==> config.mk <==
export PLATFORM = sky130hd
export DESIGN_NAME = carrier_nco_flat
export DESIGN_NICKNAME = d
export VERILOG_FILES = /design/src/rtl/carrier_nco_pkg.sv /design/src/rtl/carrier_nco_if.sv /design/src/rtl/carrier_nco_lfsr.sv /design/src/rtl/carrier_nco.sv /design/src/flat_wrapper.sv
export SDC_FILE = /design/constraint.sdc
export NUM_CORES = 1
export LEC_CHECK = 0
export CAP_MARGIN = 10
export CORE_MARGIN = 3
export CORE_UTILIZATION = 55
export DETAILED_ROUTE_END_ITERATION = 10
export GPL_TIMING_DRIVEN = 0
export HOLD_SLACK_MARGIN = 0.05
export MAX_ROUTING_LAYER = met4
export PLACE_DENSITY = 0.88
export SYNTH_ARGS = -nofsm -noshare
export SYNTH_HDL_FRONTEND = slang
export SYNTH_HIERARCHICAL = 1
export SYNTH_SLANG_ARGS = --single-unit
==> constraint.sdc <==
create_clock -name clk -period 8 [get_ports clk]
set_input_delay 2.4 -clock clk [delete_from_list [all_inputs] [get_ports clk]]
set_output_delay 2.4 -clock clk [all_outputs]
set_load 0.02 [all_outputs]
==> src/rtl/carrier_nco_pkg.sv <==
// carrier_nco shared types: register address map, CTRL layout, helpers.
// Used by the carrier NCO top, its bus interface and dither LFSR.
package carrier_nco_pkg;

  localparam int AW = 12;
  localparam int DW = 32;
  localparam int PW = 12;

  // Register window: 16 bytes at 0x100.
  localparam logic [AW-1:0] CARRIERNCOSPACE = 12'h100;
  localparam logic [AW-1:0] CARRIERNCOMASK  = 12'hFF0;
  localparam logic [3:0]    CENTER_OFS      = 4'h0;
  localparam logic [3:0]    CTRL_OFS        = 4'h4;

  localparam logic [15:0]   LFSR_SEED       = 16'hACE1;

  typedef struct packed {
    logic hold;
    logic invert;
    logic freeze;
  } ctrl_t;

  function automatic logic inSpace(
    input logic [AW-1:0] a
  );
    return (a & CARRIERNCOMASK) == CARRIERNCOSPACE;
  endfunction

  function automatic logic [DW-1:0] byteMerge(
    input logic [DW-1:0] old,
    input logic [DW-1:0] d,
    input logic [3:0]    be
  );
    logic [DW-1:0] r;
    r = old;
    for (int i = 0; i < 4; i++)
      if (be[i]) r[8*i +: 8] = d[8*i +: 8];
    return r;
  endfunction

endpackage

==> src/rtl/carrier_nco_if.sv <==
// carrier_nco register bus: byte strobes wr0..wr3, addr, din, dout.
// master drives the bus, slave (the NCO) returns dout.
interface carrier_nco_if;
  import carrier_nco_pkg::*;

  logic          wr0;
  logic          wr1;
  logic          wr2;
  logic          wr3;
  logic [AW-1:0] addr;
  logic [DW-1:0] din;
  logic [DW-1:0] dout;

  modport master (
    output wr0, wr1, wr2, wr3,
    output addr, din,
    input  dout
  );

  modport slave (
    input  wr0, wr1, wr2, wr3,
    input  addr, din,
    output dout
  );

endinterface

==> src/rtl/carrier_nco_lfsr.sv <==
// ncoDitherLfsr: 16-bit maximal LFSR (x^16+x^14+x^13+x^11+1), seed 0xACE1.
// Ports: clk, reset, en_i (advance), lfsr_o (state). Built with NCO_DITHER_EN.
`ifdef NCO_DITHER_EN
module ncoDitherLfsr
  import carrier_nco_pkg::*;
(
  input  logic        clk,
  input  logic        reset,
  input  logic        en_i,
  output logic [15:0] lfsr_o
);

  logic [15:0] lfsr_q;
  logic [15:0] lfsr_d;
  logic        fb;

  assign fb = lfsr_q[15] ^ lfsr_q[13]
            ^ lfsr_q[12] ^ lfsr_q[10];

  always_comb begin
    lfsr_d = lfsr_q;
    if (en_i) lfsr_d = {lfsr_q[14:0], fb};
  end

  always_ff @(posedge clk or posedge reset)
    if (reset) lfsr_q <= LFSR_SEED;
    else       lfsr_q <= lfsr_d;

  assign lfsr_o = lfsr_q;

endmodule
`endif

==> src/rtl/carrier_nco.sv <==
// carrier_nco: carrier NCO with CENTER/CTRL registers and loop offset input.
// Ports: clk, reset, clkEn, bus, carrierFreqOffset/En, carrierLock, ncoPhase/En. Dither: NCO_DITHER_EN.
module carrier_nco
  import carrier_nco_pkg::*;
(
  input  logic          clk,
  input  logic          reset,
  input  logic          clkEn,
  carrier_nco_if.slave  bus,
  input  logic [DW-1:0] carrierFreqOffset,
  input  logic          carrierFreqEn,
  input  logic          carrierLock,
  output logic [PW-1:0] ncoPhase,
  output logic          ncoPhaseEn
);

  logic [DW-1:0] center_q, center_d;
  ctrl_t         ctrl_q, ctrl_d;
  logic [DW-1:0] offset_q, offset_d;
  logic [DW-1:0] freqWord_q, freqWord_d;
  logic [DW-1:0] phaseAcc_q, phaseAcc_d;
  logic [PW-1:0] ncoPhase_q, ncoPhase_d;
  logic          ncoPhaseEn_q;

  logic          selCenter;
  logic          selCtrl;
  logic [3:0]    be;
  logic          phaseClr;
  logic          holdOff;
  logic [PW-1:0] dispPhase;

  assign be = {bus.wr3, bus.wr2, bus.wr1, bus.wr0};
  assign selCenter = inSpace(bus.addr)
                  && bus.addr[3:0] == CENTER_OFS;
  assign selCtrl   = inSpace(bus.addr)
                  && bus.addr[3:0] == CTRL_OFS;

  // phaseClear is a strobe only; never stored in CTRL.
  assign phaseClr = selCtrl & bus.wr0 & bus.din[3];

  assign holdOff = ctrl_q.freeze
                 | (ctrl_q.hold & ~carrierLock);

`ifdef NCO_DITHER_EN
  logic [15:0] lfsr;
  logic [19:0] dithSum;

  ncoDitherLfsr u_lfsr (
    .clk    (clk),
    .reset  (reset),
    .en_i   (clkEn),
    .lfsr_o (lfsr)
  );

  // Dither lands on bits 19:12; carry may ripple into the output bits.
  assign dithSum   = phaseAcc_q[31:12] + {12'b0, lfsr[7:0]};
  assign dispPhase = dithSum[19:8];
`else
  assign dispPhase = phaseAcc_q[31:20];
`endif

  always_comb begin
    center_d = center_q;
    if (selCenter)
      center_d = byteMerge(center_q, bus.din, be);

    ctrl_d = ctrl_q;
    if (selCtrl && bus.wr0)
      ctrl_d = bus.din[2:0];

    offset_d = offset_q;
    if (carrierFreqEn && !holdOff)
      offset_d = ctrl_q.invert
               ? ~carrierFreqOffset + 32'd1
               : carrierFreqOffset;

    freqWord_d = center_q + offset_q;

    // Clear beats a coincident step.
    phaseAcc_d = phaseAcc_q;
    if (phaseClr)   phaseAcc_d = '0;
    else if (clkEn) phaseAcc_d = phaseAcc_q + freqWord_q;

    ncoPhase_d = ncoPhase_q;
    if (clkEn) ncoPhase_d = dispPhase;
  end

  always_comb begin
    bus.dout = '0;
    if (selCenter)    bus.dout = center_q;
    else if (selCtrl) bus.dout = {29'b0, ctrl_q};
  end

  always_ff @(posedge clk or posedge reset)
    if (reset) begin
      center_q     <= '0;
      ctrl_q       <= '0;
      offset_q     <= '0;
      freqWord_q   <= '0;
      phaseAcc_q   <= '0;
      ncoPhase_q   <= '0;
      ncoPhaseEn_q <= 1'b0;
    end else begin
      center_q     <= center_d;
      ctrl_q       <= ctrl_d;
      offset_q     <= offset_d;
      freqWord_q   <= freqWord_d;
      phaseAcc_q   <= phaseAcc_d;
      ncoPhase_q   <= ncoPhase_d;
      ncoPhaseEn_q <= clkEn;
    end

  assign ncoPhase   = ncoPhase_q;
  assign ncoPhaseEn = ncoPhaseEn_q;

endmodule

==> src/flat_wrapper.sv <==
// flat-port wrapper written by rule: the top's interface ports become plain ports
module carrier_nco_flat import carrier_nco_pkg::*;
  (clk, reset, clkEn, carrierFreqOffset, carrierFreqEn, carrierLock, ncoPhase, ncoPhaseEn, bus_wr0, bus_wr1, bus_wr2, bus_wr3, bus_addr, bus_din, bus_dout);
  carrier_nco_if bus_i ();
  input  logic clk;
  input  logic reset;
  input  logic clkEn;
  input  logic [DW-1:0] carrierFreqOffset;
  input  logic carrierFreqEn;
  input  logic carrierLock;
  output logic [PW-1:0] ncoPhase;
  output logic ncoPhaseEn;
  input wire logic [$bits(bus_i.wr0)-1:0] bus_wr0;
  input wire logic [$bits(bus_i.wr1)-1:0] bus_wr1;
  input wire logic [$bits(bus_i.wr2)-1:0] bus_wr2;
  input wire logic [$bits(bus_i.wr3)-1:0] bus_wr3;
  input wire logic [$bits(bus_i.addr)-1:0] bus_addr;
  input wire logic [$bits(bus_i.din)-1:0] bus_din;
  output wire logic [$bits(bus_i.dout)-1:0] bus_dout;
  assign bus_i.wr0 = bus_wr0;
  assign bus_i.wr1 = bus_wr1;
  assign bus_i.wr2 = bus_wr2;
  assign bus_i.wr3 = bus_wr3;
  assign bus_i.addr = bus_addr;
  assign bus_i.din = bus_din;
  assign bus_dout = bus_i.dout;
  carrier_nco u_core (.clk(clk), .reset(reset), .clkEn(clkEn), .bus(bus_i), .carrierFreqOffset(carrierFreqOffset), .carrierFreqEn(carrierFreqEn), .carrierLock(carrierLock), .ncoPhase(ncoPhase), .ncoPhaseEn(ncoPhaseEn));
endmodule
run_1/met3.png
(2 px per um) Cells faint in the background.
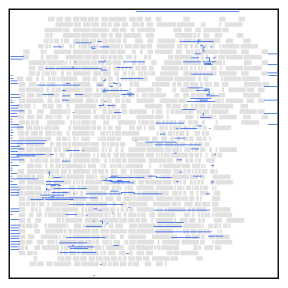
- nets with wire on the layer: 156
- wire length on this layer: 1180 um
met3 Use GR: 4.61%
overall routed net length: 22400 um

run_1/met2.png
(2 px per um)
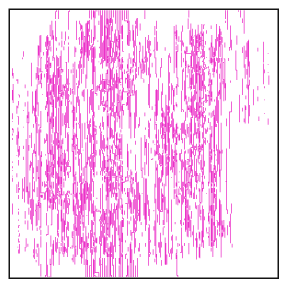
- nets with wire on the layer: 1061
- longest straight run: 98.9 um
- main direction: vertical
- wire length on this layer: 10800 um
- share of all routed wire: 48%
grt met2 use: 43.1%
vias: 7612

run_1/metal_stack.png
(3 px per um)
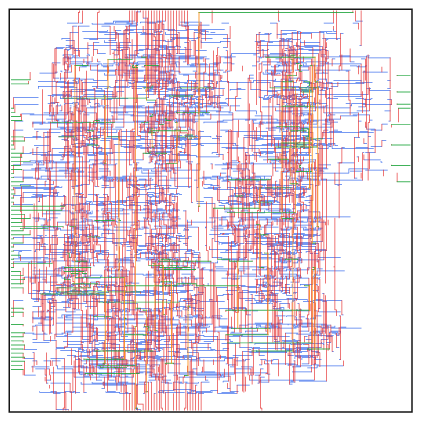
- met1: blue (wire length 9510 um)
- met2: red (wire length 10800 um)
- met3: green (wire length 1180 um)
- met4: orange (wire length 967 um)
GRT Overall Usage: 26.5%
DR WL/cell: 17.3 um

run 1: cell families after synthesis:
group	share of synthesized area (%)
buf+inv	2.48
simple gates	13.8
xor+xnor	8.39
flops	40.1
fa+ha+maj	9.23
compound gates	17.6
mux	8.42
run 1: final cells by class:
class / count / area (um^2) / area share (%)
buffer: 32 / 130 / 1.16
clock buffer: 19 / 433 / 3.87
clock inverter: 13 / 188 / 1.68
inverter: 25 / 98.8 / 0.884
multi-input combinational: 719 / 5150 / 46.1
sequential: 144 / 3600 / 32.2
tap: 216 / 270 / 2.42
timing repair buffer: 129 / 1310 / 11.7
run 1: path summary, 6_finish.rpt:
kind / slack [ns] / to
worst max-delay path: 0.29 / bus_dout[22]
worst min-delay path: 0.50 / u_core/offset_q[0]$_DFFE_PP0P_
worst max register to register: 4.64 / u_core/freqWord_q[28]$_DFF_PP0_
worst min register to register: 0.50 / u_core/offset_q[0]$_DFFE_PP0P_
max in group asynchronous: 4.82 / u_core/freqWord_q[2]$_DFF_PP0_
min in group asynchronous: 2.42 / u_core/center_q[31]$_DFFE_PP0P_
run 1: critical path, cell delays in order:
cell and delay (ns):
clkdlybuf4s50_1 0.40, nor4b_1 0.29, nand3_1 0.27, nor2_2 0.45, clkbuf_2 0.34, clkbuf_1 0.32, and2_1 0.19, clkdlybuf4s50_1 0.62
run 1: Yosys cell counts (29+ instances only):
master / instances / area share, %
dfrtp_1: 144 / 40
xnor2_1: 40 / 3.9
nand2_1: 82 / 3.4
nor2_1: 57 / 2.4
o21ai_0: 52 / 2.9
a21oi_1: 60 / 3.3
xor2_1: 46 / 4.5
a21o_1: 29 / 2.4
ha_1: 63 / 8.8
and2_1: 31 / 2.2
mux2_2: 44 / 5.5
run 1: through the flow:
stage               setup WS (ns)  hold slack (ns)  cell area (um^2)
floorplan                    1.73            0.454              8980
global placement          0.00122            0.467             10500
detailed placement         0.0544            0.475             10600
CTS                         0.176            0.497             11200
global route               0.0973            0.521             11200
finish                      0.294            0.502             11200
run 1: power by group:
| part | switching (uW) | internal (uW) |
|---|---|---|
| logic | 641 | 529 |
| registers | 97.5 | 877 |
| clock network | 312 | 522 |
run 1: per-layer routing:
layer,part of all wire (%),routed length (um),up-vias
li1,-,-,3611
met1,42,9510,3638
met2,48,10800,287
met3,5.3,1180,76
met4,4.3,966,0
met5,0,0,-
run 1: state kept, by name, summed over array words and instances, names as in the netlist:
signal / flops
u_core/center_q: 32
u_core/ctrl_q: 3
u_core/freqWord_q: 32
u_core/ncoPhase: 12
u_core/ncoPhaseEn: 1
u_core/offset_q: 32
u_core/phaseAcc_q: 32
run 1: what timing repair did:
action,CTS,global route
endpoints found under the hold margin,0,0
setup endpoints to repair,2,10
hold buffers,0,0
gates cloned,0,0
gates resized,1,2
==> CHANGELOG.md, run 1 <==
## Flow update

* Status: complete, no violations
* Vias per cell at 5.87
* Setup-failing EPs final at 0
* Initial DRC Count at 515
* I/O Buffers at 128
* # fillers at 1164
* Post-DRT Antenna Nets at 0
* Largest net degree at the start of global routing at 83
* Post-Layout Cell Count at 1297
* Worst-Margin Slew at 0.830 ns
* CP startpoint kind: input pin
* Total gr overflow at 0
* Worst EP arrival at 5.31 ns
* Registers, synthesis at 144
* RR Startpoint: u_core/center_q[0]$_DFFE_PP0P_
* Final core utilization at 70.2%
* Netlist Area Pre-Place at 0.00898 mm^2
* Highest Clock Rate at 130 MHz
* Crit path from: bus_addr[6]
* Total Power at 2980 uW
* CTS tree: yes
* Tool warnings at 26
* Antenna diodes at 0
* Reg2reg path depth at 11
* M1 GR Usage at 31.9%
* Post-Syn Nets at 1070
* Critical path class: in2out
* Final Cycle Share at 96.3%
* # rows at 46
* DP Cell Count at 1265
* CTS Buf Count at 17
* Slew Limit Fails at 0
* Nets at 1218
==> run 2, diff against run 1 <==
ABC_CLOCK_PERIOD_IN_PS = 8000   (was unset)
SYNTH_HIERARCHICAL = unset   (was 1)
run_2/metal_stack.png
(3 px per um)
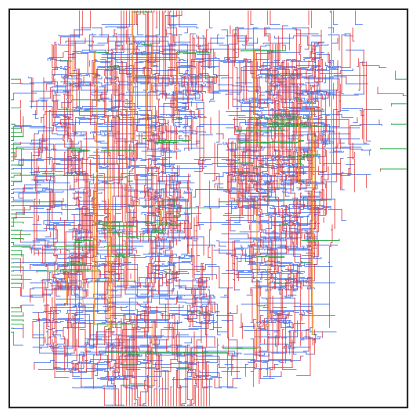
- met4: orange (wire length 943 um)
- met1: blue (wire length 9390 um)
- met3: green (wire length 997 um)
- met2: red (wire length 10500 um)
overall routed net length: 21800 um
DR WL/cell: 17.4 um
GRT Overall Usage: 26.4%
vias: 7325

run_2/pdn.png
(3 px per um) Pins as bars on the die edge. Tap cells in gray.
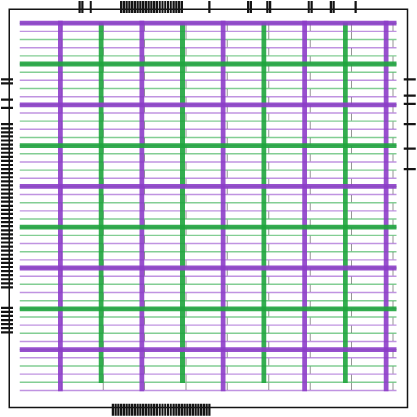
- VDD: green
- VSS: purple
- rows: 45
- tap cells: 211
die height: 132 um
Core ar.: 0.0154 mm^2
Max VDD drop: 0.186 mV

==> CHANGELOG.md, run 2 <==
## Flow update

* Status: complete, no violations
* R2R Setup Slk at 4.66 ns (+0.02 ns)
* Internal cell power at 1860 uW (-3.3%)
* Total gr overflow at 0 (unchanged)
* Reg2reg path depth at 10 (-1)
* Worst EP arrival at 5.26 ns (-0.05 ns)
* Top cells by count: 144 x dfrtp_1, 87 x nand2_1, 70 x o21ai_0, 63 x a21oi_1, 63 x ha_1
* Sw power at 991 uW (-5.7%)
* Gate power share at 38.1% (-1.2 points)
* FF/Latch Area at 0.00360 mm^2 (unchanged)
* RR Startpoint: u_core.offset_q[0]$_DFFE_PP0P_
* Combinational Area at 0.00500 mm^2 (-3.0%)
* Most used cell, CP: clkdlybuf4s50_1
* Crit-path slowest cell: clkdlybuf4s50_1
* Bufs and invs on worst path at 4 (unchanged)
* Nets at 1177 (-3.4%)
* Vias per cell at 5.86 (-0.23%)
* PostCTS Resize Cnt at 0 (-1)
* Post-DRT Antenna Nets at 0 (unchanged)
* Final Cycle Share at 95.8% (-0.55 points)
* Clock power frac at 28.0% (about the same)
* Hold slack at 0.502 ns (+0.000761 ns)
* Hold Buf Count CTS at 0 (unchanged)
* Yosys top cell by instances: dfrtp_1
* Netlist Area Pre-Place at 0.00877 mm^2 (-2.3%)
* Slowest Stage Delay on Critical Path at 0.60 ns (-0.02 ns)
* Antenna diodes at 0 (unchanged)
* CTS Buf Count at 17 (unchanged)
* Switching part of the total at 34.7% (-0.57 points)
* I/O Buffers at 128 (unchanged)
-- run 2: worst paths after layout --
kind | to
max | bus_dout[28]
min | u_core.ncoPhase[2]$_DFFE_PP0P_
max reg2reg | u_core.freqWord_q[30]$_DFF_PP0_
min reg2reg | u_core.ncoPhase[2]$_DFFE_PP0P_
max in group asynchronous | u_core.phaseAcc_q[1]$_DFFE_PP0P_
min in group asynchronous | u_core.center_q[27]$_DFFE_PP0P_
-- run 2: logic make-up (layout without fill, tap and decap cells) --
logic type / count (synthesis) / count (layout) / synth area share [%]
buffers and inverters: 44 / 205 / 1.88
AND-OR/OR-AND: 241 / 241 / 18.2
XOR/XNOR: 84 / 84 / 8.39
flip-flops: 144 / 144 / 41.1
multiplexers: 59 / 59 / 7.37
adder cells (fa/ha/maj): 65 / 65 / 9.45
AND/OR/NAND/NOR: 242 / 242 / 13.6
-- run 2: metrics by stage --
step,worst slack [ns],instance area (um^2),std cells
after floorplan,1.73,8770,879
after global placement,0.0202,10300,1218
after detailed placement,0.0568,10300,1219
after CTS,0.0573,10900,1251
after global routing,0.190,10900,1251
final,0.338,10900,1251
-- run 2: final cells by class --
cell class / count / area share, %
Buffer: 24 / 0.834
Clock inverter: 11 / 1.18
Tap cell: 211 / 2.41
Timing Repair Buffer: 129 / 12.0
Sequential cell: 144 / 32.9
Inverter: 20 / 0.732
Multi-Input combinational cell: 691 / 45.7
Clock buffer: 21 / 4.30
-- run 2: power by group through the flow --
stage                     registers (uW)  clock network [uW]  logic [uW]
after floorplan                      988                   0         755
after global placement               971                   0         995
after detailed placement             978                   0        1040
after CTS                            968                 802        1080
after global routing                 985                 834        1200
final                                970                 799        1090
-- run 2: layer usage --
metal	vias to the layer above	share of wire (%)	track usage, %
li1	3455	-	-
met1	3519	43	31.9
met2	272	48	42.9
met3	79	4.6	4.43
met4	0	4.3	13.3
met5	-	0	-
-- run 2: worst register-to-register path: stages, from the launching register on --
cell,delay [ns]
dfrtp_1,0.38
ha_1,0.25
fa_1,0.44
a211oi_2,0.27
o21ai_0,0.19
a2111oi_2,0.51
o211ai_1,0.16
a21oi_1,0.29
o31ai_1,0.18
a221oi_1,0.39
xnor2_1,0.19
Power is estimated from default activity; no workload was simulated.
